Metal layers overlaid:
Scale bar: 20 µm.
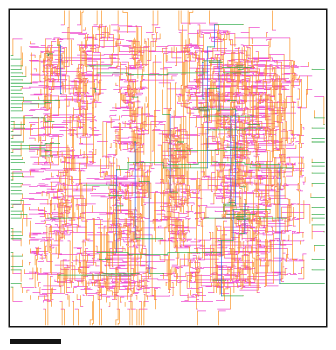
Cell classes on the final placement:
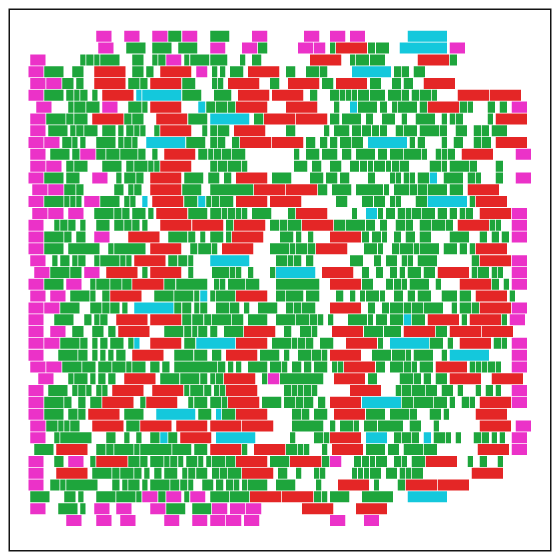
`config.mk`:
```
export PLATFORM = sky130hd
export DESIGN_NAME = pipe_accum_adder_tree
export DESIGN_NICKNAME = d
export VERILOG_FILES = /design/src/rtl/pipe_accum_adder_tree.sv
export SDC_FILE = /design/constraint.sdc
export NUM_CORES = 1
export LEC_CHECK = 0
export ABC_AREA = 0
export CAP_MARGIN = 20
export CORE_MARGIN = 4
export CORE_UTILIZATION = 60
export CTS_CLUSTER_SIZE = 40
export DETAILED_ROUTE_END_ITERATION = 7
export GPL_TIMING_DRIVEN = 1
export PLACE_DENSITY = 0.85
export SYNTH_ARGS = -nofsm -noshare
export SYNTH_HDL_FRONTEND = slang
export SYNTH_SLANG_ARGS = --single-unit
```
`constraint.sdc`:
```
create_clock -name clk_in -period 5.55 [get_ports clk_in]
set_input_delay 1.11 -clock clk_in [delete_from_list [all_inputs] [get_ports clk_in]]
set_output_delay 1.11 -clock clk_in [all_outputs]
set_load 0.005 [all_outputs]
```
`src/rtl/pipe_accum_adder_tree.sv`:
```
// Pipelined signed adder tree with multi-beat row accumulation and sticky overflow.
// Optional macro ACCUM_SATURATE_EN: clamp the accumulator on overflow instead of wrapping.
module pipe_accum_adder_tree #(
    parameter int ELEMENTS  = 8,
    parameter int IN_WIDTH  = 10,
    parameter int ACC_WIDTH = 24
) (
    input  logic                                      clk_in,
    input  logic                                      rst_in,
    input  logic signed [ELEMENTS-1:0][IN_WIDTH-1:0]  in,
    input  logic                                      in_valid,
    input  logic                                      in_last,
    output logic signed [ACC_WIDTH-1:0]               out,
    output logic                                      out_valid,
    output logic                                      overflow
);

    localparam int LEVELS = $clog2(ELEMENTS);
    localparam int TREE_W = IN_WIDTH + LEVELS;
    localparam int SUM_W  = ACC_WIDTH + 1;

    function automatic int lanes_at(input int k);
        return (ELEMENTS + (1 << k) - 1) >> k;
    endfunction

    // Every level is exported sign-extended to TREE_W so the next level can index it uniformly.
    logic signed [TREE_W-1:0] lvl [LEVELS+1][ELEMENTS];

    for (genvar j = 0; j < ELEMENTS; j++) begin : g_in
        assign lvl[0][j] = TREE_W'($signed(in[j]));
    end

    for (genvar k = 1; k <= LEVELS; k++) begin : g_lvl
        localparam int N  = lanes_at(k);
        localparam int NP = lanes_at(k - 1);
        localparam int W  = IN_WIDTH + k;
        for (genvar j = 0; j < ELEMENTS; j++) begin : g_lane
            if (j < N) begin : g_reg
                logic signed [W-1:0] q;
                if (2 * j + 1 < NP) begin : g_pair
                    always_ff @(posedge clk_in) begin
                        if (rst_in) q <= '0;
                        else        q <= W'(lvl[k-1][2*j] + lvl[k-1][2*j+1]);
                    end
                end else begin : g_pass
                    always_ff @(posedge clk_in) begin
                        if (rst_in) q <= '0;
                        else        q <= W'(lvl[k-1][2*j]);
                    end
                end
                assign lvl[k][j] = TREE_W'(q);
            end else begin : g_none
                assign lvl[k][j] = '0;
            end
        end
    end

    logic [LEVELS-1:0] vld_pipe;
    logic [LEVELS-1:0] last_pipe;

    always_ff @(posedge clk_in) begin
        if (rst_in) begin
            vld_pipe  <= '0;
            last_pipe <= '0;
        end else begin
            vld_pipe[0]  <= in_valid;
            last_pipe[0] <= in_valid & in_last;
            for (int i = 1; i < LEVELS; i++) begin
                vld_pipe[i]  <= vld_pipe[i-1];
                last_pipe[i] <= last_pipe[i-1];
            end
        end
    end

    logic signed [ACC_WIDTH-1:0] acc;
    logic signed [ACC_WIDTH-1:0] tree_ext;
    logic signed [ACC_WIDTH-1:0] sum_res;
    logic signed [SUM_W-1:0]     sum_full;
    logic                        sum_ovf;

    assign tree_ext = ACC_WIDTH'(lvl[LEVELS][0]);

    // One guard bit makes overflow a disagreement between the top two sum bits.
    always_comb begin
        sum_full = SUM_W'(acc) + SUM_W'(tree_ext);
        sum_ovf  = sum_full[ACC_WIDTH] ^ sum_full[ACC_WIDTH-1];
`ifdef ACCUM_SATURATE_EN
        if (sum_ovf) sum_res = sum_full[ACC_WIDTH] ? {1'b1, {(ACC_WIDTH-1){1'b0}}}
                                                   : {1'b0, {(ACC_WIDTH-1){1'b1}}};
        else         sum_res = sum_full[ACC_WIDTH-1:0];
`else
        sum_res = sum_full[ACC_WIDTH-1:0];
`endif
    end

    always_ff @(posedge clk_in) begin
        if (rst_in) begin
            acc       <= '0;
            out       <= '0;
            out_valid <= 1'b0;
            overflow  <= 1'b0;
        end else begin
            out_valid <= 1'b0;
            if (vld_pipe[LEVELS-1]) begin
                if (sum_ovf) overflow <= 1'b1;
                if (last_pipe[LEVELS-1]) begin
                    out       <= sum_res;
                    out_valid <= 1'b1;
                    acc       <= '0;
                end else begin
                    acc <= sum_res;
                end
            end
        end
    end

endmodule

```
==> summary.txt <==
Implementation numbers.

- The maximum root-to-sink buffer count is 2.
- The placement stage leaves a total instance area of 0.00933 mm².
- The die covers 0.0155 mm².
- The multi-input combinational cell area reads between 0.005 and 0.006 mm².
- The power consumption reads between 0.002 and 0.003 W.
- The floorplan net count reads 1,134.
- The max-slew check reports its worst relative slack as 36.6%.
- The kind of start point of the critical path is a primary input.
- The final weighted congestion in routability-driven placement is roughly 1.
- The area fraction in full adders, half adders and majority gates is 17.1%.
- Per the Yosys statistics, synthesis produced 944 cells.
- The type of the worst setup path reads in2reg.
- TritonRoute reported its final design rule violation total as 0.
- The leakage component of the power was reported as ~4.3 nW.
- The growth of design area from synthesis to finish is 21.4%.
- The clock tree skew after final layout reads approximately 5.1 ps.
- The via density per instance reads between 5 and 6.
- The sequential cell area reads between 0.002 and 0.003 mm².
- For this block, the routed nets add up to 17.3 mm of wire.
- The report puts the hold buffer count at CTS at 0.
- The flow ran to the end, and the final reports show no timing, DRC or antenna violations.
-- 'metal layers overlaid' (at the start) --
- orange: met2 (wire length 8,560 µm)
- green: met3 (wire length 963 µm)
- magenta: met1 (wire length 7,380 µm)
- blue: met4 (wire length 411 µm)

-- 'cell classes on the final placement' (at the start) --
- magenta: other buffers and delay cells (cells 112; share of their area 12%)
- red: flip-flops (cells 137; share of their area 28%)
- green: all other logic (cells 775; share of their area 55%)
- cyan: clock drivers and dummy loads (cells 32; share of their area 5.5%)

-- flip-flops by register name, summed over array words and instances (netlist names) --
register,count
out_valid,1
last_pipe,3
acc,24
vld_pipe,3
overflow,1
out,24
g_lvl.g_lane.g_reg.q,81
-- worst max-delay path: stages --
cell and delay [ps]:
sky130_fd_sc_hd__clkdlybuf4s50_1 440, sky130_fd_sc_hd__ha_1 300, sky130_fd_sc_hd__a21o_1 180, sky130_fd_sc_hd__a21oi_1 210
sky130_fd_sc_hd__o21ai_0 140, sky130_fd_sc_hd__a2111oi_0 650, sky130_fd_sc_hd__nor2_1 150, sky130_fd_sc_hd__xor2_1 170
sky130_fd_sc_hd__and2_1 150
-- Yosys cell counts, drive strengths merged, types with 6 or more instances --
cell | number | area share (%)
nor2 | 103 | 4.8
nor2b | 28 | 2.2
o211ai | 6 | 0.62
a21o | 30 | 2.8
buf | 9 | 0.42
dfxtp | 137 | 34
a21oi | 70 | 4.5
o31ai | 7 | 0.71
clkbuf | 23 | 1.1
a22oi | 9 | 0.83
a211oi | 6 | 0.55
xnor2 | 32 | 3.4
nand2 | 75 | 3.5
inv | 57 | 2.6
and2 | 6 | 0.46
xor2 | 19 | 2.0
a2111oi | 7 | 1.7
fa | 8 | 2.0
a21boi | 6 | 0.55
or3 | 10 | 0.83
o21a | 10 | 0.92
nand2b | 10 | 0.77
nor3 | 37 | 2.3
ha | 98 | 15
o21ai | 49 | 3.2
nand3 | 25 | 1.5
-- cells by family after synthesis --
logic type | count (synthesis)
xor+xnor | 51
simple gates | 319
flops | 137
mux | 6
buf+inv | 89
fa+ha+maj | 106
compound gates | 236
-- worst max path at each step --
| stage | from | to | slack [ps] |
|---|---|---|---|
| after global placement | in[41] | g_lvl[1].g_lane[2].g_reg.q[9]$_SDFF_PP0_ | 2050 |
| after global routing | in[41] | g_lvl[1].g_lane[2].g_reg.q[7]$_SDFF_PP0_ | 2130 |
| after floorplan | in[61] | g_lvl[1].g_lane[3].g_reg.q[9]$_SDFF_PP0_ | 2710 |
| after CTS | in[41] | g_lvl[1].g_lane[2].g_reg.q[7]$_SDFF_PP0_ | 2380 |
| after detailed placement | in[41] | g_lvl[1].g_lane[2].g_reg.q[7]$_SDFF_PP0_ | 1950 |
| final | in[41] | g_lvl[1].g_lane[2].g_reg.q[7]$_SDFF_PP0_ | 2360 |
-- metal layers --
metal	wire (µm)	track usage (%)	vias up	part of all wire, %
met5	0	0	-	0
met4	410	8.06	0	2.4
met3	962	5.62	36	5.6
met2	8560	40.4	178	49
met1	7380	26.3	3152	43
li1	-	-	3540	-
-- where the power goes --
group / switching [W] / leakage [nW] / internal [W] / total (W)
sequential: 0.0000506 / 1.12 / 0.00108 / 0.00113
clock: 0.000393 / 0.267 / 0.000619 / 0.00101
combinational: 0.000407 / 2.92 / 0.000345 / 0.000752
-- final cells by class --
class | instances | area share (%)
multi-input combinational | 718 | 51.1
sequential | 137 | 27.8
timing repair buffer | 112 | 11.3
clock buffer | 22 | 4.60
tap | 176 | 2.23
inverter | 57 | 2.17
clock inverter | 10 | 0.786
No activity file was given, so power comes from the tool's default toggle rates.
